File: config.mk
export PLATFORM = sky130hd
export DESIGN_NAME = mul_sequencer
export DESIGN_NICKNAME = d
export VERILOG_FILES = /design/src/rtl/mul_sequencer_pkg.sv /design/src/rtl/mul_sequencer_dp.sv /design/src/rtl/mul_sequencer.sv
export SDC_FILE = /design/constraint.sdc
export NUM_CORES = 1
export LEC_CHECK = 0
export ABC_AREA = 1
export ABC_CLOCK_PERIOD_IN_PS = 5370
export CORE_MARGIN = 5
export CORE_UTILIZATION = 35
export CTS_CLUSTER_DIAMETER = 120
export DETAILED_ROUTE_END_ITERATION = 6
export SLEW_MARGIN = 20
export SYNTH_ARGS = -nofsm -noshare
export SYNTH_HDL_FRONTEND = slang
export SYNTH_HIERARCHICAL = 1
export SYNTH_SLANG_ARGS = --single-unit
File: constraint.sdc
create_clock -name clk -period 5.37 [get_ports clk]
set_clock_uncertainty 0.05 [all_clocks]
set_input_delay 0.537 -clock clk [delete_from_list [all_inputs] [get_ports clk]]
set_output_delay 0.537 -clock clk [all_outputs]
set_load 0.05 [all_outputs]
File: src/rtl/mul_sequencer_pkg.sv
// Shared constants for the MUL sequencer: FSM state encodings, MUL opcode and a counter-width helper.
package mul_sequencer_pkg;

  localparam logic [1:0] MUL_IDLE = 2'b00;
  localparam logic [1:0] MUL_BUSY = 2'b01;
  localparam logic [1:0] MUL_DONE = 2'b10;

  // LEGv8 R-format MUL opcode, as decoded by the control unit.
  localparam logic [10:0] MUL_OPCODE = 11'b100_1101_1000;

  function automatic int count_width(input int width);
    return (width > 1) ? $clog2(width) : 1;
  endfunction

endpackage

File: src/rtl/mul_sequencer_dp.sv
// Shift-add datapath: mcand/mplier/acc registers plus adder. One step per cycle while step is high.
// Backpressure: none; strobes from the controller are obeyed every cycle, clear beats load beats step.
module mul_sequencer_dp #(
  parameter int WIDTH = 64
) (
  input  logic             clk,
  input  logic             reset,
  input  logic             clear,
  input  logic             load,
  input  logic             step,
  input  logic [WIDTH-1:0] op_a,
  input  logic [WIDTH-1:0] op_b,
  output logic [WIDTH-1:0] acc,
  output logic             mplier_rest_zero
);

  logic [WIDTH-1:0] mcand;
  logic [WIDTH-1:0] mplier;

  always_ff @(posedge clk) begin
    if (reset || clear) begin
      mcand  <= '0;
      mplier <= '0;
      acc    <= '0;
    end else if (load) begin
      mcand  <= op_a;
      mplier <= op_b;
      acc    <= '0;
    end else if (step) begin
      // Wraparound keeps only the low WIDTH bits, which is the same for signed and unsigned operands.
      if (mplier[0]) begin
        acc <= acc + mcand;
      end
      mcand  <= mcand << 1;
      mplier <= mplier >> 1;
    end
  end

  // True when the multiplier will be all zero after this cycle's shift.
  assign mplier_rest_zero = ((mplier >> 1) == '0);

endmodule

File: src/rtl/mul_sequencer.sv
// Iterative radix-2 MUL unit: start accepted in IDLE, done pulse after WIDTH (or fewer with EARLY_EXIT) BUSY cycles.
// Backpressure: none; busy tells decode to hold the PC, and start is ignored until the IDLE cycle after DONE.
module mul_sequencer
  import mul_sequencer_pkg::*;
#(
  parameter int WIDTH      = 64,
  parameter bit EARLY_EXIT = 1'b1
) (
  input  logic             clk,
  input  logic             reset,
  input  logic             mult_start,
  input  logic             abort,
  input  logic [WIDTH-1:0] op_a,
  input  logic [WIDTH-1:0] op_b,
  output logic             multiplier_done,
  output logic             busy,
  output logic [WIDTH-1:0] product
);

  localparam int CW = count_width(WIDTH);
  localparam logic [CW-1:0] LAST_COUNT = CW'(WIDTH - 1);

  logic [1:0]    state;
  logic [CW-1:0] count;
  logic          dp_clear;
  logic          dp_load;
  logic          dp_step;
  logic          mplier_rest_zero;
  logic          finish;

  // abort outranks mult_start in IDLE and cancels work in BUSY; it has no effect in DONE.
  assign dp_load  = (state == MUL_IDLE) && mult_start && !abort;
  assign dp_step  = (state == MUL_BUSY) && !abort;
  assign dp_clear = (state == MUL_BUSY) && abort;
  assign finish   = (count == LAST_COUNT) || (EARLY_EXIT && mplier_rest_zero);

  always_ff @(posedge clk) begin
    if (reset) begin
      state <= MUL_IDLE;
      count <= '0;
    end else begin
      case (state)
        MUL_IDLE: begin
          if (dp_load) begin
            state <= MUL_BUSY;
            count <= '0;
          end
        end
        MUL_BUSY: begin
          if (abort) begin
            state <= MUL_IDLE;
            count <= '0;
          end else begin
            count <= count + CW'(1);
            if (finish) begin
              state <= MUL_DONE;
            end
          end
        end
        MUL_DONE: state <= MUL_IDLE;
        default:  state <= MUL_IDLE;
      endcase
    end
  end

  assign multiplier_done = (state == MUL_DONE);
  assign busy            = (state == MUL_BUSY) || (state == MUL_DONE);

  mul_sequencer_dp #(
    .WIDTH (WIDTH)
  ) u_dp (
    .clk              (clk),
    .reset            (reset),
    .clear            (dp_clear),
    .load             (dp_load),
    .step             (dp_step),
    .op_a             (op_a),
    .op_b             (op_b),
    .acc              (product),
    .mplier_rest_zero (mplier_rest_zero)
  );

endmodule

==> run_1/met1.png <==
Scale bar: 50 µm. Supply wires on this layer in gray.
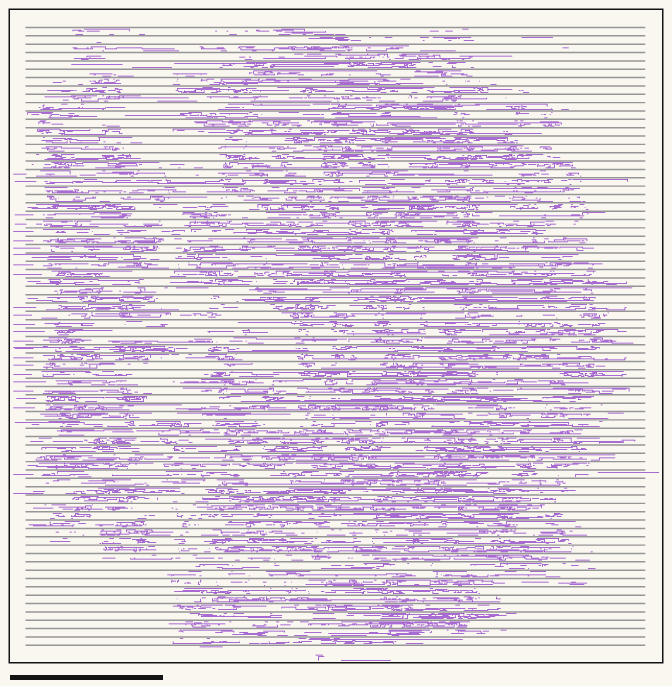
- wire length on this layer: 22.9 mm
- main direction: horizontal
- nets with wire on the layer: 2660
- longest straight run: 67.6 µm

==> run_1/met2.png <==
Cells faint in the background.
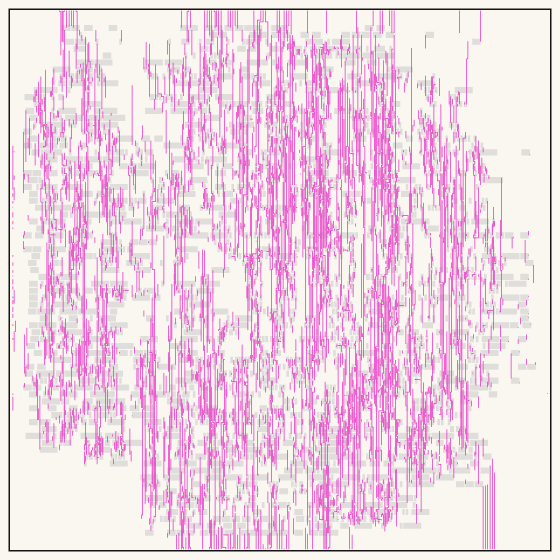
- longest straight run: 82.3 µm
- main direction: vertical
- nets with wire on the layer: 2111
- share of all routed wire: 44%

==> run_1/met3.png <==
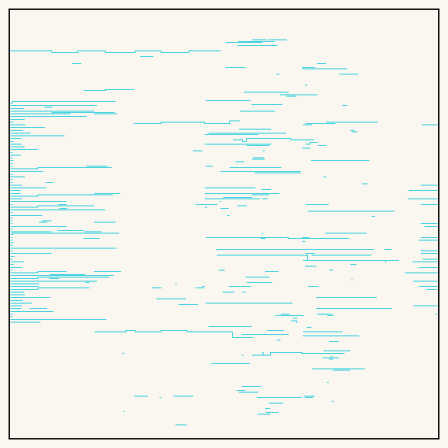
- nets with wire on the layer: 211
- share of all routed wire: 7.2%

==> ci_impl_report.md, run 1 <==
## Synthesis and layout report

| Metric | Value |
|---|---|
| Status | `complete, no violations` |
| Global-route usage over all layers | `0.214` |
| Yosys stat chip area | `approximately 0.014 mm²` |
| DR vias | `15.0k` |
| # port buffers | `a little under 200` |
| Ys async rst share | `0` |
| Worst hold path class | `reg2reg` |
| Pleak | `between 8 and 9 nW` |
| 1st-iter DRT viols | `1057` |
| Nets | `roughly 2.8k` |
| Gr ovfl total | `0` |
| Req. time, crit path | `5.72 ns` |
| # resized after CTS | `0` |
| Setup violations, final | `0` |
| Die boundary width | `between 200 and 250 µm` |
| Min Tclk post-route | `approximately 3.3 ns` |
| Latency at later pin | `~0.46 ns` |
| Clock tree buffer depth | `2` |
| Post-Synthesis Cell Area | `about 0.014 mm²` |
| Yosys cell count | `2468` |
| Setup TNS | `0 ns` |
| Most numerous logic cell after layout | `nand2_1` |
| Routing usage on met1 | `0.297` |
| Cell Pwr Density | `between 200 and 300 mW/mm²` |
| Top Usage Layer GRT | `met2` |
| Ports | `roughly 200` |
| Crit share post-route | `0.609` |
| Synth Register Bits | `around 200` |
| Peak supply drop | `between 0.2 and 0.3 mV` |
| CTS tree | `built` |
| Grt met3 use | `0.0540` |
| Synth Seq Share | `0.279` |
| Placer Congestion | `0.971` |
| OpenROAD warnings | `30` |
| CTS root buffer | `clkbuf_16` |
| Fin. Hold Viols | `0` |
| Die Span Y | `around 210 µm` |
| Final cell count without fillers | `3165` |
| RSZ-0062 raised after global routing | `false` |
| Hold_ws | `around 0.43 ns` |
| Drt pass-1 iters | `5` |
| Final design utilization | `0.427` |
| Wirelength per Cell | `about 15 µm` |
| Vias in the first global route | `around 14k` |
| Postcts setup bufs | `0` |
| Core area | `0.0406 mm²` |
| Crit Path Class | `reg2reg` |
| WP buf/inv | `5` |
| Placed insts | `~3.1k` |
| Mapped Avg Cell Area | `slightly below 6 µm²` |
| Global-route wire length before repair | `76300 µm` |
| Ys Warns | `6` |
| H-tree depth | `4` |
| Area delta synth->final | `20.9%` |
| Cts hold-fix bufs | `0` |
| Avg Vias per Cell | `about 4.7` |
| FP Core Util | `0.353` |
| Clock transition at the registers of the reported paths | `0.07 ns` |
| Max cap viols | `0` |
| Max Transition Viols Final | `0` |
| CP Max Fanout | `slightly above 50` |
| Initial antenna violation count | `6` |
| Clock sinks | `around 200` |
| Largest delay share family, worst path | `buffers and inverters` |
| Pin count of the biggest net entering global routing | `110` |
| Crit path max-delay cell type | `inv_2` |
| Dominant Register Cell | `dfxtp_1` |
| Share of layout cells above drive strength 1 | `0.0365` |
| Routed Antenna Nets | `0` |
| Endpoint class of the critical path | `register` |
| GRT met2 Usage | `0.338` |
| HPWL Detailed | `roughly 39000 µm` |
| Post-synthesis cell count | `between 2k and 2.5k` |
| Worst Path Arrival | `3.62 ns` |
| Worst setup SP type | `register` |
| Slew Limit Headroom | `0.306` |
| Slew @ Worst Pin | `slightly above 1 ns` |
| Net count after synthesis | `2669` |
| Num rows | `74` |
-- run 1: layout make-up --
type | instances | area [µm²]
Clock buffer | 20 | 447
Timing Repair Buffer | 204 | 2060
Clock inverter | 12 | 134
Multi-Input combinational cell | 1669 | 8050
Antenna cell | 2 | 5.00
Fill cell | 4320 | 23300
Sequential cell | 200 | 4000
Inverter | 526 | 1980
Tap cell | 532 | 666
-- run 1: through the flow --
| stage | setup slack (ns) | total power [W] | instance area [µm²] |
|---|---|---|---|
| after floorplan | 3.08 | 0.00267 | 14300 |
| after global placement | 1.81 | 0.00306 | 16700 |
| after detailed placement | 1.73 | 0.00308 | 16700 |
| after CTS | 2.05 | 0.00442 | 17300 |
| after global routing | 1.73 | 0.00465 | 17300 |
| final | 2.10 | 0.00438 | 17300 |
-- run 1: power breakdown --
| part | switching, W | internal (W) | total, W | leakage [nW] |
|---|---|---|---|---|
| Clock | 0.000655 | 0.000672 | 0.00133 | 0.284 |
| Sequential | 0.000121 | 0.00162 | 0.00174 | 1.62 |
| Combinational | 0.000865 | 0.000443 | 0.00131 | 7.01 |
-- run 1: flip-flops by register name, indices dropped and copies added, names as in the netlist --
signal	flops
count	6
u_dp/mplier	64
u_dp/acc	64
u_dp/mcand	64
state	2
-- run 1: synthesized netlist by cell type (6+ instances only) --
library cell,number,area [µm²]
nand3_1,76,380
xor2_1,24,210
clkbuf_1,44,165
o21ai_1,9,45.0
inv_1,513,1930
dfxtp_1,200,4000
buf_1,10,37.5
buf_2,15,75.1
a31oi_1,33,206
o221ai_1,40,350
inv_2,10,37.5
a22oi_1,30,225
nand3_2,8,80.1
xnor2_1,7,61.3
o211ai_1,6,45.0
nor2_1,257,965
nand2_1,882,3310
nand4_1,15,93.8
nor2_2,13,81.3
o21ai_0,65,325
nor3_1,10,50.1
a21oi_1,79,395
ha_1,68,851
nand2_2,13,81.3
nor4_1,18,113
-- run 1: cell families after synthesis --
group / Yosys count / share of synthesized area
DFF: 200 / 0.279
AOI/OAI and AO/OA: 269 / 0.115
buffers and inverters: 599 / 0.161
adders and majority gates: 69 / 0.0607
xor gates and xnor gates: 31 / 0.0189
and+or+nand+nor: 1300 / 0.366
-- run 1: path summary, 6_finish.rpt --
path,from,endpoint,slack (ns),cells after the start
worst min register to register,u_dp/mplier[39],u_dp/mplier[39],0.43,2
worst max-delay path,state[1],u_dp/acc[57],2.10,11
worst max register to register,state[1],u_dp/acc[57],2.10,11
worst min-delay path,u_dp/mplier[39],u_dp/mplier[39],0.43,2
-- run 1: layer usage --
layer / part of all wire / wire [µm]
met3: 0.072 / 3510
met5: 0.0014 / 67
met2: 0.44 / 21500
met4: 0.016 / 784
met1: 0.47 / 22900
-- run 1: worst min-delay path, stage by stage (launching register included) --
cell and delay [ns]:
dfxtp_1 0.33, nand2_1 0.06, a21oi_1 0.05
==> run_1/final_congestion.png <==
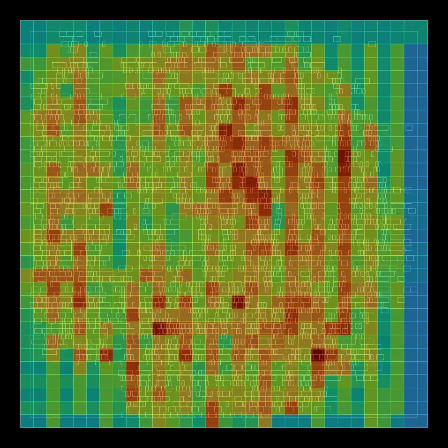

==> run 2, diff against run 1 <==
Settings changed: ABC_CLOCK_PERIOD_IN_PS 5370 to 3160.
Clock period 5.37 ns to 3.16 ns, I/O delays scaled along.
==> run_2/final_congestion.png <==
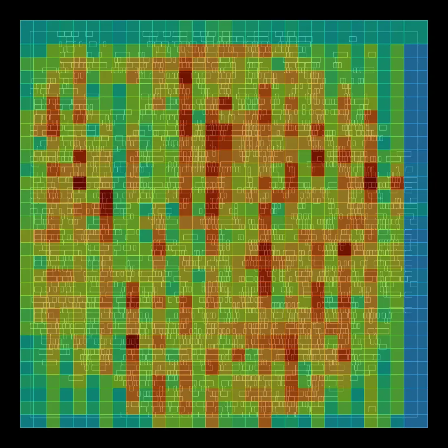
GRT met2 Usage: 0.343
global-route usage over all layers: 0.220

==> run 2 against run 1 <==
Compared with the run above:
- synthesized cell count unchanged
- area after synthesis unchanged
- via count up 0.60%
- core utilization up 0.40 points
- first-iteration DRC count down 4.4%
- sequential power up 71%
- critical endpoint is now u_dp/acc[48]
- total power up 76%
- cell count up 0.22%
- routed wire length up 3.0%
- worst hold slack worse by 0.062 ns
- final area up 0.94%
- non-clock buffer count up 6
==> ci_impl_report.md, run 2 <==
## Synthesis and layout report

| Metric | Value |
|---|---|
| Die boundary width | `212 µm (unchanged)` |
| Latency at later pin | `0.47 ns (about the same)` |
| Crit Path Class | `reg2reg` |
| Mapped Avg Cell Area | `5.81 µm² (unchanged)` |
| Simple Share, Synth | `0.366 (unchanged)` |
| Clock sinks | `200 (unchanged)` |
| Ys async rst share | `0 (unchanged)` |
| Final-layout fill cell count | `4386 (+1.5%)` |
| Adder share | `0.0607 (unchanged)` |
| Largest logic family | `simple AND/OR/NAND/NOR gates` |
| Yosys stat chip area | `0.0143 mm² (unchanged)` |
| Vias in the first global route | `14.3k (+2.4%)` |
| Hold_ws | `0.371 ns (-0.0618 ns)` |
| Synth Register Bits | `200 (unchanged)` |
| Slew Limit Headroom | `0.518 (+0.212)` |
| Cts hold-fix bufs | `0 (unchanged)` |
| Routed Antenna Nets | `0 (unchanged)` |
| Dominant Register Cell | `dfxtp_1` |
| Fin. Hold Viols | `0 (unchanged)` |
| Placer Congestion | `0.969 (-0.19%)` |
| Reg2Reg Depth | `14 (+3)` |
| DR vias | `15.1k (+0.60%)` |
| Drt pass-1 iters | `6 (+1)` |
| CP Max Fanout | `4 (-92%)` |
| Top area contributor share | `0.279 (unchanged)` |
| Setup violations, final | `0 (unchanged)` |
| Share of layout cells above drive strength 1 | `0.0394 (+0.00295)` |
| Synth top cell by count | `nand2_1` |
| Clock tree buffer depth | `2 (unchanged)` |
| Peak supply drop | `0.736 mV (+160%)` |
| HPWL Detailed | `40400 µm (+2.6%)` |
| Req. time, crit path | `3.47 ns (-2.25 ns)` |
| RSZ-0062 raised after global routing | `false` |
| Crit path max-delay cell type | `fa_1` |
| Top Registers | `u_dp/acc x64, u_dp/mcand x64, u_dp/mplier x64` |
| Wirelength per Cell | `15.8 µm (+2.8%)` |
| Worst hold path class | `in2reg` |
| XORs/XNORs by Area | `0.0189 (unchanged)` |
| Critical path endpoint | `u_dp/acc[48]` |
| Final cell count without fillers | `3172 (+0.22%)` |
| Initial antenna violation count | `7 (+1)` |
| Post-synth top area cell | `dfxtp_1` |
| # port buffers | `197 (unchanged)` |
| Synth Seq Share | `0.279 (unchanged)` |
| Num rows | `74 (unchanged)` |
| Aoi share | `0.115 (unchanged)` |
| Pleak | `8.99 nW (+0.80%)` |
| Yosys cell count | `2468 (unchanged)` |
| Comb gate area | `0.00805 mm² (unchanged)` |
| Cell area leaders | `dfxtp_1 28%, nand2_1 23%, inv_1 13%` |
| Ports | `198 (unchanged)` |
| Setup TNS | `0 ns (unchanged)` |
| R2R setup slack | `0.53 ns (-1.57 ns)` |
| Worst Path Arrival | `2.95 ns (-0.67 ns)` |
| H-tree depth | `4 (unchanged)` |
| Core area | `0.0406 mm² (unchanged)` |
| Placed insts | `3137 (+0.22%)` |
| Post-Synthesis Cell Area | `0.0143 mm² (unchanged)` |
| Status | `complete, no violations` |
| Largest delay share family, worst path | `simple AND/OR/NAND/NOR gates` |
| Max cap viols | `0 (unchanged)` |
| Final design utilization | `0.431 (+0.00400)` |
| Critical path origin | `u_dp/mcand[0]` |
| Min Tclk post-route | `2.63 ns (-0.636 ns)` |
| FP Core Util | `0.353 (unchanged)` |
| RR Startpoint | `u_dp/mcand[0]` |
| FF/Latch Area | `0.00400 mm² (unchanged)` |
| WP buf/inv | `1 (-4)` |
| Endpoint class of the critical path | `register` |
| 1st-iter DRT viols | `1010 (-4.4%)` |
| Ys Warns | `6 (unchanged)` |
| Synth cell count leaders | `882 x nand2_1, 513 x inv_1, 257 x nor2_1` |
| Final instance area | `0.0175 mm² (+0.94%)` |
| CTS root buffer | `clkbuf_16` |
| Placed Area | `0.0169 mm² (+0.75%)` |
| # resized after CTS | `0 (unchanged)` |
| Cell Pwr Density | `439 mW/mm² (+74%)` |
| OpenROAD warnings | `32 (+6.7%)` |
| MUX share of area | `0 (unchanged)` |
-- run 2: logic make-up after synthesis --
logic type | count (synthesis)
AND-OR/OR-AND | 269
adder cells (fa/ha/maj) | 69
flip-flops | 200
AND/OR/NAND/NOR | 1300
buffers and inverters | 599
XOR/XNOR | 31
-- run 2: layout make-up --
class	count	area share
well taps	532	0.0380
clock buffers	17	0.0243
multi-input cells	1669	0.460
flip-flops and latches	200	0.229
inverters	526	0.113
clock inverters	15	0.0124
repair buffers	210	0.123
diodes	3	0.000429
-- run 2: through the flow --
step | setup slack, ns | total power [W]
finish | 0.527 | 0.00768
global route | 0.391 | 0.00813
CTS | 0.519 | 0.00776
detailed placement | 0.524 | 0.00532
global placement | 0.539 | 0.00528
floorplan | 0.865 | 0.00454
-- run 2: worst register-to-register path, stage by stage, from the launching register on --
cell and delay [ns]:
dfxtp_1 0.35, ha_1 0.25, fa_1 0.49, nand3_1 0.13, nand3_1 0.22, nand2_1 0.13, nand2_1 0.15, nand2_1 0.10
nand2_1 0.13, nand3_1 0.13, nand3_1 0.08, nand2_1 0.06, nand3_1 0.13, nand2_1 0.11, inv_1 0.04
-- run 2: worst min-delay path by stage --
stage,start,endpoint,slack [ns],depth (start not counted)
global placement,u_dp/acc[0],u_dp/acc[0],0.42,2
detailed placement,u_dp/mplier[31],u_dp/mplier[31],0.42,2
floorplan,reset,count[1],0.33,1
CTS,op_a[0],u_dp/mcand[0],0.34,3
finish,op_a[0],u_dp/mcand[0],0.37,3
global route,op_b[63],u_dp/mplier[63],0.37,3
-- run 2: where the power goes --
| group | switching [W] | internal [W] |
|---|---|---|
| logic | 0.00150 | 0.000793 |
| registers | 0.000211 | 0.00275 |
| clock network | 0.00131 | 0.00112 |
-- run 2: metal layers --
layer / track usage / wire length (µm)
met1: 0.307 / 23600
met2: 0.343 / 21500
met3: 0.0570 / 3820
met4: 0.0536 / 1110
met5: 0 / 81
No activity file was given, so power comes from the tool's default toggle rates.
